<file path="src/rtl/dffram_byte_sequencer.sv">
// Byte request/response front end for port A of the 32x8 2R1W DFF RAM tile.
// Each byte access becomes two nibble accesses. Read nibbles are reassembled into one response byte.
`timescale 1ns/1ps
module dffram_byte_sequencer #(
  parameter int RD_LATENCY = 0,
  parameter int NUM_WORDS  = 18
) (
  input  logic       clk,
  input  logic       rst,
  input  logic       cfg_addrhi,
  input  logic       req_valid,
  output logic       req_ready,
  input  logic       req_write,
  input  logic [3:0] req_addr,
  input  logic [7:0] req_wdata,
  output logic       rsp_valid,
  input  logic       rsp_ready,
  output logic [7:0] rsp_rdata,
  output logic       rsp_err,
  output logic [3:0] ram_addr,
  output logic [3:0] ram_wdata,
  output logic       ram_lohi,
  output logic       ram_wen,
  input  logic [3:0] ram_rdata
);

  typedef enum logic [2:0] {
    S_IDLE,
    S_WR_LO,
    S_WR_HI,
    S_RD_LO,
    S_RD_HI,
    S_RSP
  } state_t;

  localparam logic       LAST_WAIT   = (RD_LATENCY != 0);
  localparam logic [5:0] NUM_WORDS_W = 6'(NUM_WORDS);

  state_t     r_state;
  state_t     w_next;
  logic [3:0] r_addr;
  logic [7:0] r_wdata;
  logic [7:0] r_rdata;
  logic       r_err;
  logic       r_wait;
  logic       w_accept;
  logic       w_err;
  logic       w_sample;

  assign w_accept = req_valid && (r_state == S_IDLE);
  // A 6-bit compare lets NUM_WORDS reach 32 without the bound wrapping.
  assign w_err    = ({1'b0, cfg_addrhi, req_addr} >= NUM_WORDS_W);
  assign w_sample = (r_wait == LAST_WAIT);

  // NOTE: state is updated with non-blocking assignments so every flop samples pre-edge values.
  always_ff @(posedge clk or posedge rst) begin
    if (rst) begin
      r_state <= S_IDLE;
    end else begin
      r_state <= w_next;
    end
  end

  // NOTE: every output and the next state get a default first, so no path infers a latch.
  always_comb begin
    w_next    = r_state;
    req_ready = 1'b0;
    rsp_valid = 1'b0;
    ram_wen   = 1'b0;
    ram_lohi  = 1'b0;
    ram_wdata = 4'h0;
    unique case (r_state)
      S_IDLE: begin
        req_ready = 1'b1;
        if (req_valid) begin
          if (req_write) begin
            w_next = w_err ? S_IDLE : S_WR_LO;
          end else begin
            w_next = w_err ? S_RSP : S_RD_LO;
          end
        end
      end
      S_WR_LO: begin
        ram_wen   = 1'b1;
        ram_lohi  = 1'b1;
        ram_wdata = r_wdata[3:0];
        w_next    = S_WR_HI;
      end
      S_WR_HI: begin
        ram_wen   = 1'b1;
        ram_wdata = r_wdata[7:4];
        w_next    = S_IDLE;
      end
      S_RD_LO: begin
        if (w_sample) w_next = S_RD_HI;
      end
      S_RD_HI: begin
        ram_lohi = 1'b1;
        if (w_sample) w_next = S_RSP;
      end
      S_RSP: begin
        rsp_valid = 1'b1;
        if (rsp_ready) w_next = S_IDLE;
      end
      default: w_next = S_IDLE;
    endcase
  end

  // Address and lo/hi stay stable through each sample cycle.
  // The buffered RAM applies its lo/hi mux after the read buffer.
  always_ff @(posedge clk or posedge rst) begin
    if (rst) begin
      r_addr  <= 4'h0;
      r_wdata <= 8'h00;
      r_rdata <= 8'h00;
      r_err   <= 1'b0;
      r_wait  <= 1'b0;
    end else begin
      if (w_accept) begin
        r_addr  <= req_addr;
        r_wdata <= req_wdata;
        if (!req_write) begin
          r_err   <= w_err;
          r_rdata <= 8'h00;
        end
      end
      if (r_state == S_RD_LO || r_state == S_RD_HI) begin
        if (w_sample) begin
          r_wait <= 1'b0;
          if (r_state == S_RD_LO) begin
            r_rdata[3:0] <= ram_rdata;
          end else begin
            r_rdata[7:4] <= ram_rdata;
          end
        end else begin
          r_wait <= 1'b1;
        end
      end
    end
  end

  assign ram_addr  = r_addr;
  assign rsp_rdata = r_rdata;
  assign rsp_err   = r_err;

endmodule

</file>
<file path="config.mk">
export PLATFORM = sky130hd
export DESIGN_NAME = dffram_byte_sequencer
export DESIGN_NICKNAME = d
export VERILOG_FILES = /design/src/rtl/dffram_byte_sequencer.sv
export SDC_FILE = /design/constraint.sdc
export NUM_CORES = 1
export LEC_CHECK = 0
export ABC_AREA = 1
export CAP_MARGIN = 20
export CORE_MARGIN = 8
export CORE_UTILIZATION = 44
export CTS_BUF_LIST = sky130_fd_sc_hd__clkbuf_2
export CTS_CLUSTER_DIAMETER = 50
export DETAILED_ROUTE_END_ITERATION = 8
export GPL_TIMING_DRIVEN = 0
export PLACE_DENSITY_LB_ADDON = 0.05
export SYNTH_ARGS = -nofsm -noshare
export SYNTH_HDL_FRONTEND = slang
export SYNTH_SLANG_ARGS = --single-unit
</file>
<file path="constraint.sdc">
create_clock -name clk -period 1.8 [get_ports clk]
set_clock_uncertainty 0.15 [all_clocks]
set_input_delay 0.18 -clock clk [delete_from_list [all_inputs] [get_ports clk]]
set_output_delay 0.18 -clock clk [all_outputs]
set_load 0.01 [all_outputs]
</file>
==> results.sh, run 1 <==
# source this file to load flow results
export IMPL_status="completed"
export IMPL_root_buffer="clkbuf_2"
export IMPL_synth_area_um2=1146
export IMPL_max_slew_margin_pct=39.70
export IMPL_grt_max_degree=25
export IMPL_cts_tree="built"
export IMPL_lay_top_count="clkdlybuf4s50_1"
export IMPL_place_area_um2=1604
export IMPL_routed_via_density=5.000
export IMPL_dp_cells=201
export IMPL_worstPathRequired_ns=1.47
export IMPL_first_pass_iters=4
export IMPL_setup_ws_ns=0.02935
export IMPL_vias=1090
export IMPL_final_cell_area_um2=1798
export IMPL_top_usage_layer="met2"
export IMPL_slowest_stage="dfrtp_2"
export IMPL_ys_sh_xor_pct=0
export IMPL_wire_per_inst_um=14.61
export IMPL_critPathCapture="ram_lohi"
export IMPL_clk_latency_ns=0.34
export IMPL_fillers=188
export IMPL_powerDensity_nw_per_um2=1670
export IMPL_tns_ns=0
export IMPL_fin_cells=218
export IMPL_crit_type="flip-flop to output pin"
export IMPL_synth_distinct_cells=20
export IMPL_maxSlewViolCount=0
export IMPL_yosys_area_um2=1146
export IMPL_hold_viol=0
export IMPL_startpoint="r_state[1]"
export IMPL_finalClockPeriodUsage_pct=98.37
export IMPL_reg2reg_to="r_state[2]"
export IMPL_arrival_ns=1.44
export IMPL_syn_num_nets=151
export IMPL_floorplan_core_util_pct=46.26
export IMPL_max_stage_delay_ns=0.49
export IMPL_clk_pin_slew_ns=0.24
export IMPL_start_kind="flip-flop"
export IMPL_gr_usage_met2_pct=25.57
export IMPL_io_buffers=42
export IMPL_rr_worst_depth=9
export IMPL_seqCellArea_um2=603.1
export IMPL_ys_seq_elements=24
export IMPL_reg2reg_from="r_state[1]"
export IMPL_ys_sh_mux_pct=0
export IMPL_grt_ovfl_total=0
export IMPL_fin_crit_ns=1.771
export IMPL_fmax_mhz=564.8
export IMPL_grt_pass1_wl_um=5126
export IMPL_logic_area_um2=508.0
export IMPL_grt_util_met3_pct=4.866
export IMPL_grt_antenna_before_repair=0
export IMPL_p_total_mw=3.003
export IMPL_ir_drop_v=0.001148
export IMPL_hpwl_um=2177
export IMPL_ios=43
export IMPL_synth_area_per_cell_um2=8.884
export IMPL_rsz0062_at_grt="yes"
export IMPL_top_logic_kind="simple AND/OR/NAND/NOR gates"
export IMPL_clk_path_buf_depth=2
export IMPL_yosys_stat_seqShare_pct=52.40
export IMPL_path_cells="buf_6 > nor2_4 > buf_6 > nand2_8 > nand2_4 > buf_6"
export IMPL_routed_wl_um=3185
export IMPL_clock_sinks=24
[run 1: how the worst min path moves through the flow]
stage	depth (start not counted)	from	end
floorplan	1	rst	r_state[0]
global placement	2	ram_addr[1]	ram_addr[1]
detailed placement	2	ram_addr[3]	ram_addr[3]
CTS	2	rst	r_wdata[3]
global route	2	rst	r_wdata[7]
finish	2	rst	r_wdata[7]
[run 1: flip-flops by register name (all words and copies together), names as in the netlist]
name,flops
rsp_rdata,8
ram_addr,4
r_wdata,8
r_state,3
rsp_err,1
[run 1: power by group]
| part | internal (mW) | switching [mW] |
|---|---|---|
| Sequential | 0.778 | 0.129 |
| Clock | 0.191 | 0.165 |
| Combinational | 0.846 | 0.893 |
[run 1: cells by family (layout without fill, tap and decap cells)]
kind of cell | count (synthesis) | in the layout
simple gates | 56 | 56
compound gates | 25 | 25
flops | 24 | 24
buf+inv | 24 | 83
[run 1: routing by layer]
metal	part of all wire [%]	routed length [um]	vias up
met5	0	0	-
met4	0.31	10	0
met3	6.3	201	4
met2	52	1661	31
met1	41	1310	519
li1	-	-	536
[run 1: what timing repair did]
action                     CTS  global route
setup endpoints to repair    8             8
gates resized               33            19
setup buffers               11             2
pin swaps                    1             3
[run 1: area by class of cell]
cell class	count	share of cell area, %
well taps	30	2.088
clock buffers	3	0.8351
flip-flops and latches	24	33.54
plain buffers	2	1.253
multi-input cells	81	28.25
inverters	22	5.010
clock inverters	1	1.670
repair buffers	55	27.35
[run 1: cells in the mapped netlist]
library cell,number,share of area (%)
inv_6,1,0.76
nand3b_1,1,0.66
nor2_1,13,4.3
nand2_1,18,5.9
inv_2,1,0.33
nor3_1,1,0.44
a21oi_2,8,6.1
o22ai_1,4,2.2
inv_1,20,6.6
nand3_1,17,7.4
dfrtp_1,24,52
nor2_4,2,2.0
o21ai_2,1,0.76
nand2_4,2,2.0
o21ai_1,1,0.44
a21oi_1,1,0.44
nand4_1,1,0.55
o21ai_0,10,4.4
buf_6,2,2.0
nand2_2,1,0.55
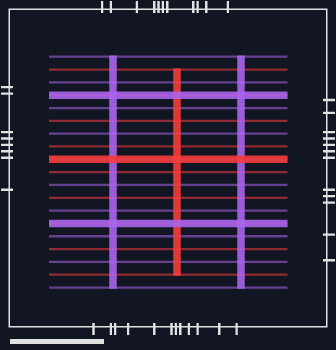
(run_1/power_grid.png)
Scale bar: 20 um. Pins as bars on the die edge.
Key: red = VDD; purple = VSS
3 straps on met4. 3 straps on met5. 43 signal pins sit on the boundary. The core has 18 rows.

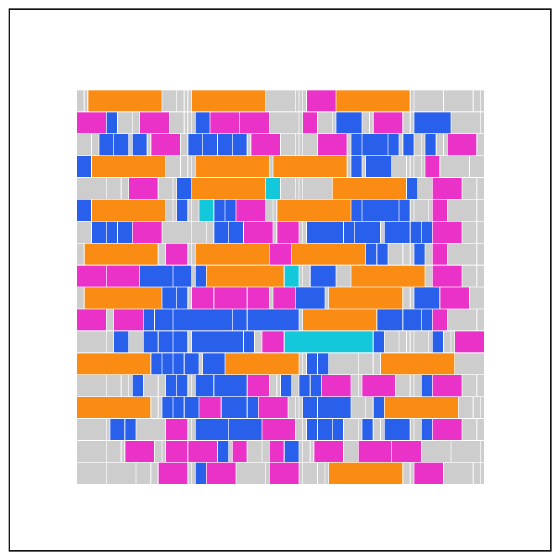
(run_1/placement_by_type.png)
Fill, decap, tap and diode cells in gray.
Key: magenta = remaining buffers and delay cells [cells 57, share of their area 29%]; orange = sequential cells [cells 24, share of their area 34%]; blue = combinational and other logic [cells 103, share of their area 34%]; cyan = clock drivers and dummy loads [cells 4, share of their area 2.6%]

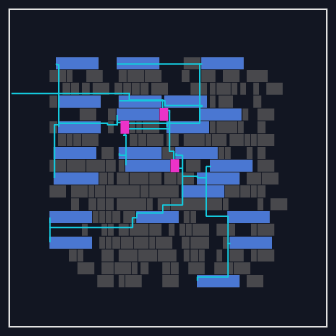
(run_1/clk_routes.png)
Key: cyan = clock wires [length 272 um]; magenta = clock drivers [count 3]; blue = flip-flops [count 24]
There are 4 routed clock nets.

## Run 2: what changed since run 1
ABC_AREA = 0   (was 1)
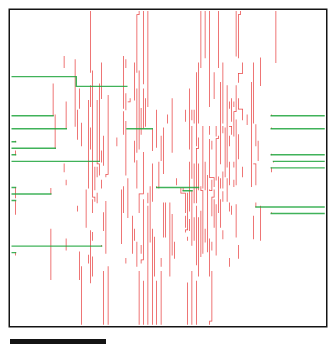
(run_2/wires.png)
Scale bar: 20 um. Only two layers are drawn.
Key: green = metal 3 [wire length 199 um]; red = metal 2 [wire length 1370 um]

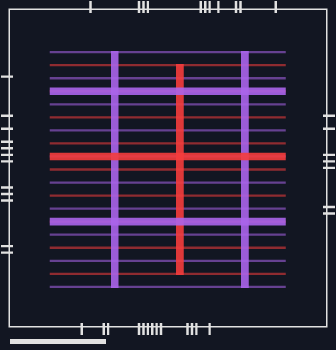
(run_2/power_grid.png)
Scale bar: 20 um. Pins as bars on the die edge.
Key: red = VDD; purple = VSS
43 signal pins sit on the boundary. 19 met1 rails follow the rows. 3 straps on met4.

==> results.sh, run 2 <==
# source this file to load flow results
export IMPL_status="finished, violations left"
export IMPL_violations="setup timing"
export IMPL_setup_violations_final=4
export IMPL_yosysMostFrequentCell="dfrtp_1"
export IMPL_routed_wl_um=2677
export IMPL_lay_top_cells="34 x clkdlybuf4s50_1, 24 x dfrtp_1, 13 x mux2_2, 13 x nor2_1, 6 x buf_2"
export IMPL_lay_top_count="clkdlybuf4s50_1"
export IMPL_core_um2=2410
export IMPL_ys_cells=92
export IMPL_grt_pass1_vias=900
export IMPL_clk_latency_ns=0.33
export IMPL_synth_distinct_cells=25
export IMPL_clk_path_buf_depth=2
export IMPL_ys_warn_count=0
export IMPL_pre_cts_slack_ns=-0.2712
export IMPL_yosys_stat_seqShare_pct=54.79
export IMPL_dp_cells=164
export IMPL_worstPathRequired_ns=1.47
export IMPL_arrival_ns=1.54
export IMPL_fin_util_pct=66.61
export IMPL_io_buffers=42
export IMPL_chip_area_um2=4344
export IMPL_fmax_mhz=533.4
export IMPL_clock_sinks=24
export IMPL_drtAntennaViolNets=0
export IMPL_reg2reg_setup_slack_ns=0
export IMPL_htree_levels=1
export IMPL_final_cell_area_um2=1605
export IMPL_grt_ovfl_total=0
export IMPL_yosys_area_top_type="dfrtp_1"
export IMPL_floorplan_core_util_pct=45.48
export IMPL_synth_area_um2=1096
export IMPL_ys_seq_elements=24
export IMPL_place_area_um2=1554
export IMPL_diodes=0
export IMPL_fin_cells=172
export IMPL_fillers=211
export IMPL_synth_edff_count=0
export IMPL_vias=874
export IMPL_cap_violations=0
export IMPL_gp_congestion=0.7619
export IMPL_cts_tree="built"
export IMPL_finalClockPeriodUsage_pct=104.2
export IMPL_syn_num_nets=114
export IMPL_startpoint="r_state[0]"
export IMPL_ir_drop_v=0.001025
export IMPL_maxSlewViolCount=0
export IMPL_ff_type="dfrtp_1"
export IMPL_netlist_instances=92
export IMPL_cts_hold_buf=0
export IMPL_first_pass_iters=4
export IMPL_synthArstFlopShare_pct=100.0
export IMPL_grt_antenna_before_repair=0
export IMPL_hold_path_class="primary input to async pin"
export IMPL_drtIter0Drc=35
export IMPL_fp_row_count=18
export IMPL_worstMarginPinSlew_ns=0.9220
export IMPL_die_w_um=65.91
export IMPL_hold_viol=0
export IMPL_hpwl_um=2028
export IMPL_reg2reg_from="r_state[1]"
export IMPL_reg2reg_to="r_wdata[2]"
export IMPL_root_buffer="clkbuf_2"
export IMPL_die_h_um=65.91
export IMPL_leakage_nw=0.6980
export IMPL_route_detailed_drc=0
export IMPL_yosys_area_um2=1096
export IMPL_rr_worst_depth=6
export IMPL_logic_area_um2=479.2
export IMPL_drive_gt1_share_pct=28.87
export IMPL_powerDensity_nw_per_um2=1652
export IMPL_fin_crit_ns=1.875
export IMPL_crit_type="flip-flop to output pin"
export IMPL_wire_per_inst_um=15.56
export IMPL_start_kind="flip-flop"
export IMPL_area_leaders="dfrtp_1 55%, mux2_2 13%, nor2_1 4.5%, a22o_1 3.2%, a22oi_1 2.7%"
export IMPL_num_nets_final=166
export IMPL_ys_top_cells_by_count="24 x dfrtp_1, 13 x mux2_2, 13 x nor2_1"
export IMPL_setup_ws_ns=-0.07471
export IMPL_grt_max_degree=25
export IMPL_tns_ns=-0.2496
export IMPL_synth_area_per_cell_um2=11.91
export IMPL_syn2layout_area_growth_pct=46.46
export IMPL_yosysTopAreaCellShare_pct=54.79
export IMPL_grt_usage_pct=12.29
export IMPL_clk_pin_slew_ns=0.22
export IMPL_routed_via_density=5.081
export IMPL_crit_path_end_kind="output pin"
export IMPL_cp_max_fo=5
export IMPL_warning_count=28
export IMPL_ios=43
export IMPL_seqCellArea_um2=600.6
export IMPL_max_slew_margin_pct=38.46
export IMPL_grt_pass1_wl_um=4250
export IMPL_rsz0062_at_grt="yes"
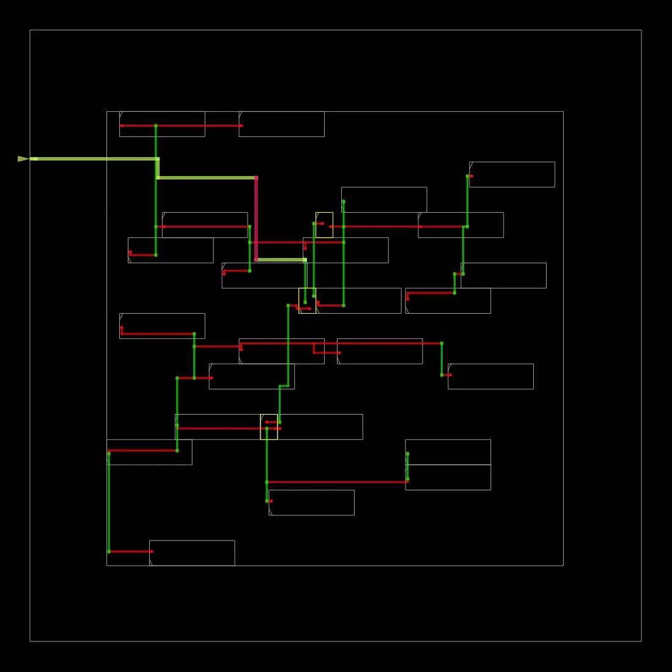
(run_2/clocks.png)
Seq Cell Count: 24
CTS Buf Count: 3

==> run 2: cell count changes in the layout (fill, tap and decap cells not counted), sizes merged, moves of 3 or more <==
cell	delta
inv	-20
nand3	-16
a22oi	+4
buf	-8
a22o	+4
nand2	-19
nor2b	+3
mux2	+13
o21ai	-11
a21oi	-4
==> run 2: worst max-delay path, cell delays in order, from the launching register on <==
cell     delay, ns
dfrtp_1       0.46
buf_6         0.15
and2b_2       0.24
a22oi_1       0.17
nor2_1        0.05
buf_2         0.14
==> run 2: what timing repair did <==
| action | 4_1_cts | 5_1_grt |
|---|---|---|
| setup buffers | 3 | 2 |
| endpoints found under the setup margin | 8 | 8 |
| pin swaps | 3 | 2 |
| gates resized | 28 | 9 |
==> run 2: power by group <==
part	leakage [nW]	switching (mW)	internal, mW
Combinational	0.388	0.652	0.854
Clock	0.0125	0.155	0.0454
Sequential	0.297	0.153	0.793
Total	0.698	0.960	1.69
==> run 2: kinds of logic after synthesis <==
group,share of synthesized area (%)
muxes,13.36
xor gates and xnor gates,0.7992
buffers and inverters,3.653
AOI/OAI and AO/OA,13.36
DFF,54.79
and+or+nand+nor,14.04
==> run 2: metal layers <==
metal | up-vias | global-route usage [%] | routed length, um
li1 | 432 | - | -
met1 | 417 | 14.14 | 1102
met2 | 23 | 19.85 | 1366
met3 | 2 | 5.085 | 198
met4 | 0 | 4.632 | 8
met5 | - | 0 | 0
==> run 2: worst max path at each step <==
stage / slack [ns] / end / cells after the start
3_5_place_dp: -0.27 / ram_wdata[0] / 5
4_1_cts: -0.07 / ram_wdata[0] / 5
6_report: -0.07 / ram_wdata[1] / 5
3_3_place_gp: -0.24 / ram_wdata[2] / 5
5_1_grt: -0.14 / ram_wdata[3] / 5
2_1_floorplan: 0.18 / r_wdata[0] / 5
==> run 2: metrics by stage <==
step	hold slack [ns]	power, mW
after floorplan	0.04462	1.758
after global placement	0.3320	2.397
after detailed placement	0.3443	2.429
after CTS	0.1914	2.624
after global routing	0.2515	2.839
final	0.1595	2.651
==> run 2: area by class of cell <==
class                      count  share of cell area (%)
buffer                         4                   2.650
timing repair buffer          47                   26.34
tap                           30                   2.338
multi-input combinational     62                   29.85
inverter                       2                  0.4677
sequential                    24                   37.41
clock buffer                   3                  0.9353
Power and IR drop assume default switching activity.
